Figure 1. Cell sizes after repair.
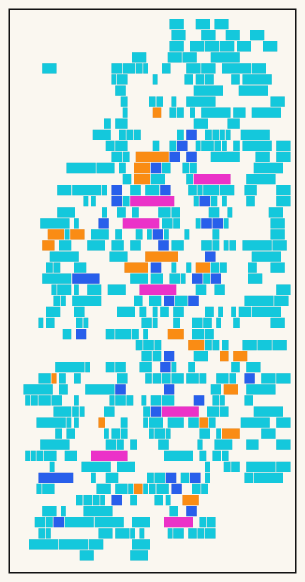
Figure 2. Placement view.
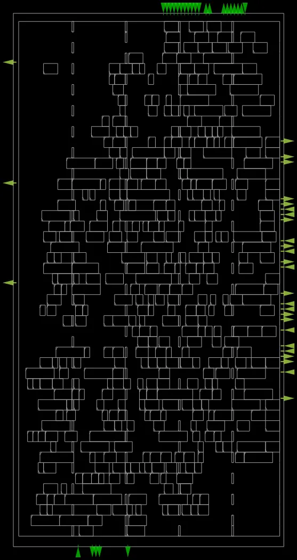
Figure 3. A small window of the routed layout.
Window x 43 to 63, y 94 to 114 um. Cells in gray, sequential cells in the stronger gray; small squares are vias.
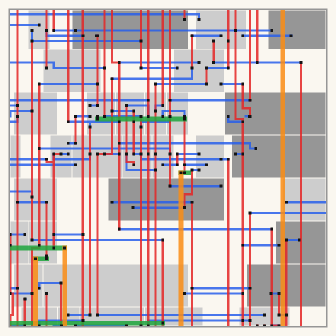
Figure 4. Local utilization.
7 x 14 tiles, from white (low) to dark blue (high), 0 to 100% covered.
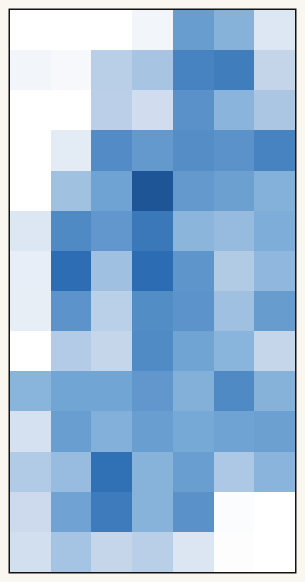
## src/rtl/elevator_pkg.sv

```systemverilog
// -----------------------------------------------------------------------------
// elevator_pkg
// Shared types and defaults for the elevator car/door controller.
//   ctrl_state_t : controller state (IDLE, MOVE_UP, MOVE_DOWN, DOOR_OPEN)
//   DIR_UP/DIR_DOWN : encoding of the direction memory bit
//   *_DEF : default geometry and timing parameters
// -----------------------------------------------------------------------------
package elevator_pkg;

  typedef enum logic [1:0] {
    IDLE,
    MOVE_UP,
    MOVE_DOWN,
    DOOR_OPEN
  } ctrl_state_t;

  localparam logic DIR_UP   = 1'b1;
  localparam logic DIR_DOWN = 1'b0;

  localparam int unsigned FLOORS_DEF        = 8;
  localparam int unsigned TRAVEL_CYCLES_DEF = 16;
  localparam int unsigned DOOR_CYCLES_DEF   = 32;

endpackage

```

## src/rtl/elevator_ctrl_if.sv

```systemverilog
// -----------------------------------------------------------------------------
// elevator_ctrl_if
// Request/clear bus between the button-latch stage (master) and the car
// controller (slave).
//   active_in_levels        : car calls, one bit per floor
//   active_out_up_levels    : hall up calls, floors 0..FLOORS-2
//   active_out_down_levels  : hall down calls, floors 1..FLOORS-1 (bit f-1)
//   inactivate_*            : one-cycle clear pulses back to the button stage
// -----------------------------------------------------------------------------
interface elevator_ctrl_if
  import elevator_pkg::*;
#(
  parameter int unsigned FLOORS = FLOORS_DEF
);

  logic [FLOORS-1:0] active_in_levels;
  logic [FLOORS-2:0] active_out_up_levels;
  logic [FLOORS-2:0] active_out_down_levels;

  logic [FLOORS-1:0] inactivate_in_levels;
  logic [FLOORS-2:0] inactivate_out_up_levels;
  logic [FLOORS-2:0] inactivate_out_down_levels;

  modport master (
    output active_in_levels,
    output active_out_up_levels,
    output active_out_down_levels,
    input  inactivate_in_levels,
    input  inactivate_out_up_levels,
    input  inactivate_out_down_levels
  );

  modport slave (
    input  active_in_levels,
    input  active_out_up_levels,
    input  active_out_down_levels,
    output inactivate_in_levels,
    output inactivate_out_up_levels,
    output inactivate_out_down_levels
  );

endinterface

```

## src/rtl/elevator_timer.sv

```systemverilog
// -----------------------------------------------------------------------------
// elevator_timer
// Loadable down-counter that saturates at zero.
//   clk      : clock, rising edge
//   reset    : synchronous, active-low; clears the count
//   load     : load load_val this cycle (priority over counting)
//   load_val : value to load
//   zero     : count is zero
// -----------------------------------------------------------------------------
module elevator_timer #(
  parameter int unsigned WIDTH = 8
) (
  input  logic             clk,
  input  logic             reset,
  input  logic             load,
  input  logic [WIDTH-1:0] load_val,
  output logic             zero
);

  logic [WIDTH-1:0] count_q;
  logic [WIDTH-1:0] count_d;

  always_comb begin
    count_d = count_q;
    if (load) begin
      count_d = load_val;
    end else if (count_q != '0) begin
      count_d = count_q - WIDTH'(1);
    end
  end

  always_ff @(posedge clk) begin
    if (!reset) begin
      count_q <= '0;
    end else begin
      count_q <= count_d;
    end
  end

  assign zero = (count_q == '0);

endmodule

```

## src/rtl/elevator_ctrl.sv

```systemverilog
// -----------------------------------------------------------------------------
// elevator_ctrl
// SCAN car motion and door controller. Consumes latched requests, moves the
// car one floor per TRAVEL_CYCLES, holds the door open DOOR_CYCLES and returns
// one-cycle clear pulses for served calls.
//   clk         : clock, rising edge
//   reset       : synchronous, active-low
//   req_if      : request/clear bus (slave side)
//   door_hold   : (only with ELEVATOR_CTRL_DOOR_HOLD_EN) keeps the door open
//   floor       : current car floor
//   motor_up    : high for every MOVE_UP cycle
//   motor_down  : high for every MOVE_DOWN cycle
//   door_open   : high for every DOOR_OPEN cycle
//   dir_up      : direction memory (1 = up, 0 = down)
// Optional feature macro: ELEVATOR_CTRL_DOOR_HOLD_EN
// -----------------------------------------------------------------------------
module elevator_ctrl
  import elevator_pkg::*;
#(
  parameter int unsigned FLOORS        = FLOORS_DEF,
  parameter int unsigned TRAVEL_CYCLES = TRAVEL_CYCLES_DEF,
  parameter int unsigned DOOR_CYCLES   = DOOR_CYCLES_DEF
) (
  input  logic                      clk,
  input  logic                      reset,
  elevator_ctrl_if.slave            req_if,
`ifdef ELEVATOR_CTRL_DOOR_HOLD_EN
  input  logic                      door_hold,
`endif
  output logic [$clog2(FLOORS)-1:0] floor,
  output logic                      motor_up,
  output logic                      motor_down,
  output logic                      door_open,
  output logic                      dir_up
);

  localparam int unsigned FW = $clog2(FLOORS);
  localparam int unsigned HW = FLOORS - 1;
  localparam int unsigned TW = $clog2(TRAVEL_CYCLES);
  localparam int unsigned DW = $clog2(DOOR_CYCLES);

  ctrl_state_t       state_q, state_d;
  logic [FW-1:0]     floor_q, floor_d, nf;
  logic              dir_up_q, dir_d;
  logic              motor_up_q, motor_down_q, door_open_q;
  logic [FLOORS-1:0] in_clr_q, in_clr_d;
  logic [HW-1:0]     up_clr_q, up_clr_d;
  logic [HW-1:0]     dn_clr_q, dn_clr_d;

  logic [FLOORS-1:0] in_v, up_v, dn_v, req_v;
  logic              above_q, below_q;
  logic              travel_load, travel_zero;
  logic              door_load, door_zero;
  logic              hold;
  logic              do_eval, enter_door;
  logic              beyond, opp, svc_up;

  function automatic logic any_above(input logic [FLOORS-1:0] v,
                                     input logic [FW-1:0]     f);
    logic r;
    r = 1'b0;
    for (int unsigned i = 0; i < FLOORS; i++) begin
      if (FW'(i) > f && v[i]) r = 1'b1;
    end
    return r;
  endfunction

  function automatic logic any_below(input logic [FLOORS-1:0] v,
                                     input logic [FW-1:0]     f);
    logic r;
    r = 1'b0;
    for (int unsigned i = 0; i < FLOORS; i++) begin
      if (FW'(i) < f && v[i]) r = 1'b1;
    end
    return r;
  endfunction

`ifdef ELEVATOR_CTRL_DOOR_HOLD_EN
  assign hold = door_hold;
`else
  assign hold = 1'b0;
`endif

  // Hall vectors widened to one bit per floor; the missing terminal bits are 0.
  assign in_v    = req_if.active_in_levels;
  assign up_v    = {1'b0, req_if.active_out_up_levels};
  assign dn_v    = {req_if.active_out_down_levels, 1'b0};
  assign req_v   = in_v | up_v | dn_v;
  assign above_q = any_above(req_v, floor_q);
  assign below_q = any_below(req_v, floor_q);

  always_comb begin
    state_d     = state_q;
    floor_d     = floor_q;
    dir_d       = dir_up_q;
    nf          = floor_q;
    do_eval     = 1'b0;
    enter_door  = 1'b0;
    travel_load = 1'b0;
    door_load   = 1'b0;
    in_clr_d    = '0;
    up_clr_d    = '0;
    dn_clr_d    = '0;
    beyond      = 1'b0;
    opp         = 1'b0;
    svc_up      = dir_up_q;

    unique case (state_q)
      IDLE: do_eval = 1'b1;
      MOVE_UP: begin
        if (travel_zero) begin
          nf      = floor_q + FW'(1);
          floor_d = nf;
          // Nothing left above also covers opposite calls here and calls
          // cancelled during travel.
          if (in_v[nf] || up_v[nf] || !any_above(req_v, nf) ||
              nf == FW'(FLOORS - 1)) begin
            if (req_v[nf]) enter_door = 1'b1;
            else           state_d    = IDLE;
          end else begin
            travel_load = 1'b1;
          end
        end
      end
      MOVE_DOWN: begin
        if (travel_zero) begin
          nf      = floor_q - FW'(1);
          floor_d = nf;
          if (in_v[nf] || dn_v[nf] || !any_below(req_v, nf) ||
              nf == '0) begin
            if (req_v[nf]) enter_door = 1'b1;
            else           state_d    = IDLE;
          end else begin
            travel_load = 1'b1;
          end
        end
      end
      DOOR_OPEN: begin
        if (hold)           door_load = 1'b1;
        else if (door_zero) do_eval   = 1'b1;
      end
      default: state_d = IDLE;
    endcase

    // Shared by IDLE and door expiry: the current direction gets first pick.
    if (do_eval) begin
      state_d = IDLE;
      if (req_v[floor_q]) begin
        enter_door = 1'b1;
      end else if (above_q && (dir_up_q || !below_q)) begin
        state_d     = MOVE_UP;
        dir_d       = DIR_UP;
        travel_load = 1'b1;
      end else if (below_q) begin
        state_d     = MOVE_DOWN;
        dir_d       = DIR_DOWN;
        travel_load = 1'b1;
      end
    end

    // Door entry fixes the service direction and clears only calls that are
    // actually latched, so no clear pulse ever targets an idle button.
    if (enter_door) begin
      state_d   = DOOR_OPEN;
      door_load = 1'b1;
      beyond    = dir_up_q ? any_above(req_v, floor_d) : any_below(req_v, floor_d);
      opp       = dir_up_q ? dn_v[floor_d] : up_v[floor_d];
      svc_up    = (!beyond && opp) ? ~dir_up_q : dir_up_q;
      dir_d     = svc_up;
      in_clr_d  = (FLOORS'(1) << floor_d) & in_v;
      if (svc_up) begin
        up_clr_d = (HW'(1) << floor_d) & req_if.active_out_up_levels;
      end else if (floor_d != '0) begin
        dn_clr_d = (HW'(1) << (floor_d - FW'(1))) & req_if.active_out_down_levels;
      end
    end
  end

  always_ff @(posedge clk) begin
    if (!reset) begin
      state_q      <= IDLE;
      floor_q      <= '0;
      dir_up_q     <= DIR_UP;
      motor_up_q   <= 1'b0;
      motor_down_q <= 1'b0;
      door_open_q  <= 1'b0;
      in_clr_q     <= '0;
      up_clr_q     <= '0;
      dn_clr_q     <= '0;
    end else begin
      state_q      <= state_d;
      floor_q      <= floor_d;
      dir_up_q     <= dir_d;
      motor_up_q   <= (state_d == MOVE_UP);
      motor_down_q <= (state_d == MOVE_DOWN);
      door_open_q  <= (state_d == DOOR_OPEN);
      in_clr_q     <= in_clr_d;
      up_clr_q     <= up_clr_d;
      dn_clr_q     <= dn_clr_d;
    end
  end

  elevator_timer #(
    .WIDTH (TW)
  ) u_travel_timer (
    .clk      (clk),
    .reset    (reset),
    .load     (travel_load),
    .load_val (TW'(TRAVEL_CYCLES - 1)),
    .zero     (travel_zero)
  );

  elevator_timer #(
    .WIDTH (DW)
  ) u_door_timer (
    .clk      (clk),
    .reset    (reset),
    .load     (door_load),
    .load_val (DW'(DOOR_CYCLES - 1)),
    .zero     (door_zero)
  );

  assign floor      = floor_q;
  assign motor_up   = motor_up_q;
  assign motor_down = motor_down_q;
  assign door_open  = door_open_q;
  assign dir_up     = dir_up_q;

  assign req_if.inactivate_in_levels       = in_clr_q;
  assign req_if.inactivate_out_up_levels   = up_clr_q;
  assign req_if.inactivate_out_down_levels = dn_clr_q;

endmodule

```

## src/flat_wrapper.sv

```systemverilog
// flat-port wrapper written by rule: the top's interface ports become plain ports
module elevator_ctrl_flat import elevator_pkg::*;
#(
  parameter int unsigned FLOORS        = FLOORS_DEF,
  parameter int unsigned TRAVEL_CYCLES = TRAVEL_CYCLES_DEF,
  parameter int unsigned DOOR_CYCLES   = DOOR_CYCLES_DEF
)
  (clk, reset, floor, motor_up, motor_down, door_open, dir_up, req_if_active_in_levels, req_if_active_out_up_levels, req_if_active_out_down_levels, req_if_inactivate_in_levels, req_if_inactivate_out_up_levels, req_if_inactivate_out_down_levels);
  elevator_ctrl_if #(.FLOORS(FLOORS)) req_if_i ();
  input  logic clk;
  input  logic reset;
  output logic [$clog2(FLOORS)-1:0] floor;
  output logic motor_up;
  output logic motor_down;
  output logic door_open;
  output logic dir_up;
  input wire logic [$bits(req_if_i.active_in_levels)-1:0] req_if_active_in_levels;
  input wire logic [$bits(req_if_i.active_out_up_levels)-1:0] req_if_active_out_up_levels;
  input wire logic [$bits(req_if_i.active_out_down_levels)-1:0] req_if_active_out_down_levels;
  output wire logic [$bits(req_if_i.inactivate_in_levels)-1:0] req_if_inactivate_in_levels;
  output wire logic [$bits(req_if_i.inactivate_out_up_levels)-1:0] req_if_inactivate_out_up_levels;
  output wire logic [$bits(req_if_i.inactivate_out_down_levels)-1:0] req_if_inactivate_out_down_levels;
  assign req_if_i.active_in_levels = req_if_active_in_levels;
  assign req_if_i.active_out_up_levels = req_if_active_out_up_levels;
  assign req_if_i.active_out_down_levels = req_if_active_out_down_levels;
  assign req_if_inactivate_in_levels = req_if_i.inactivate_in_levels;
  assign req_if_inactivate_out_up_levels = req_if_i.inactivate_out_up_levels;
  assign req_if_inactivate_out_down_levels = req_if_i.inactivate_out_down_levels;
  elevator_ctrl #(.FLOORS(FLOORS), .TRAVEL_CYCLES(TRAVEL_CYCLES), .DOOR_CYCLES(DOOR_CYCLES)) u_core (.clk(clk), .reset(reset), .req_if(req_if_i), .floor(floor), .motor_up(motor_up), .motor_down(motor_down), .door_open(door_open), .dir_up(dir_up));
endmodule
```

## config.mk

```make
export PLATFORM = sky130hd
export DESIGN_NAME = elevator_ctrl_flat
export DESIGN_NICKNAME = d
export VERILOG_FILES = /design/src/rtl/elevator_pkg.sv /design/src/rtl/elevator_ctrl_if.sv /design/src/rtl/elevator_timer.sv /design/src/rtl/elevator_ctrl.sv /design/src/flat_wrapper.sv
export SDC_FILE = /design/constraint.sdc
export NUM_CORES = 1
export LEC_CHECK = 0
export CAP_MARGIN = 30
export CELL_PAD_IN_SITES_DETAIL_PLACEMENT = 0
export CELL_PAD_IN_SITES_GLOBAL_PLACEMENT = 2
export CORE_ASPECT_RATIO = 2
export CORE_UTILIZATION = 31
export DETAILED_ROUTE_END_ITERATION = 8
export HOLD_SLACK_MARGIN = 0.05
export PLACE_DENSITY = 0.85
export SLEW_MARGIN = 5
export SYNTH_ARGS = -nofsm -noshare
export SYNTH_HDL_FRONTEND = slang
export SYNTH_HIERARCHICAL = 1
export SYNTH_SLANG_ARGS = --single-unit
```

## constraint.sdc

```tcl
create_clock -name clk -period 4 [get_ports clk]
set_input_delay 0.8 -clock clk [delete_from_list [all_inputs] [get_ports clk]]
set_output_delay 0.8 -clock clk [all_outputs]
set_load 0.01 [all_outputs]
```

==> results.txt <==
first-pass GRT wire length: 17800 um
combinational gate area: 1970 sq um
Plain + repair buffers: 86
first-pass iteration count of the detailed router: 4
Worst R2R Path Depth: 11
Clock buffers and inverters, area share: 4.29%
most prevalent standard cell on the critical path: sky130_fd_sc_hd__nor2_1
Post-Synthesis Cells: 353
number of sinks handled by clock tree synthesis: 40
Inverters, non-clock: 16
unrepaired setup endpoints after global routing: no
Yosys warning count: 6
most utilized layer in the global route result: met2
maximum achievable frequency: 272 MHz
Worst setup startpoint: u_core/floor[0]
DRC marker count from the first detailed-route iteration: 198
result of the run: complete, no violations
Max Buffers Root-to-Sink: 2
I/O Buffers: 52
Cell Count, Final, Fillers Out: 542
layout cell share with drive strength beyond 1: 14.5%
Unique cell types: 69
clock latency reported for the late side of the worst-skew pair: 0.29 ns
Critical Path Max Stage Delay: 0.64 ns
Fillers: 921
Final ANT Viol Nets: 0
cycle use final: 92.0%
critical path data arrival time: 3.89 ns
post-route met1 wirelength: 3760 um
kind of start point of the critical path: flop
GRT Residual Overflow: 0
NonClk Buf Share: 20.2%
worst path cell trace: clkinv_1, ha_1, mux2_2, nor2b_1, nor2_1, buf_4, a211oi_1, nor2_1, o21a_1, a2111o_1, a211oi_2
crit-path max FO: 12
num tapcells: 102
number of gates on the worst path with buffers counted: 11
area of all placed cells without fillers: 3910 sq um
count of instantiated cells in the yosys netlist: 353
initial antenna violation count: 0
Dominant Register Cell: sky130_fd_sc_hd__dfxtp_1
crit path capture: u_core/req_if.inactivate_out_down_levels[3]
clock-pin slew of the registers on the worst-case setup and hold paths: 0.06 ns
About Figure 1:
| color | size | cells |
|---|---|---|
| cyan | x1 and smaller | 376 |
| orange | x2 | 21 |
| magenta | x6 and larger | 7 |
| blue | x3 and x4 | 36 |

About Figure 2:
sequential share of cell area: 20.5%
seq_cells: 40

About Figure 3:
| color | layer |
|---|---|
| orange | M4 |
| red | M2 |
| green | M3 |
| blue | M1 |
cells with their middle in the window: 25
sequential cells in the window: 5
netlist names of flops here include: u_core/req_if.inactivate_out_up_levels (3), u_core/req_if.inactivate_out_down_levels (2)
most frequent: dfxtp_1 (5), nor3_1 (4)

About Figure 4:
tiles over 75% full: 3.1%
fullest tile: 85%
emptiest ninth of the die: top left

power breakdown:
part           internal [mW]  switching [mW]  total [mW]
Clock                  0.293           0.177       0.470
Sequential             0.473          0.0566       0.530
Combinational          0.690           0.981        1.67
kinds of logic (layout without fill, tap and decap cells):
kind of cell | count (synthesis) | in the layout | synth area share (%)
AND-OR/OR-AND | 108 | 108 | 26.4
XOR/XNOR | 4 | 4 | 1.48
adder cells (fa/ha/maj) | 16 | 16 | 6.88
buffers and inverters | 31 | 110 | 4.66
flip-flops | 40 | 40 | 27.9
multiplexers | 11 | 11 | 4.92
other | 1 | 9 | 0.131
AND/OR/NAND/NOR | 142 | 142 | 27.6
Power figures rest on the tool's default switching activity, not on a simulated workload.
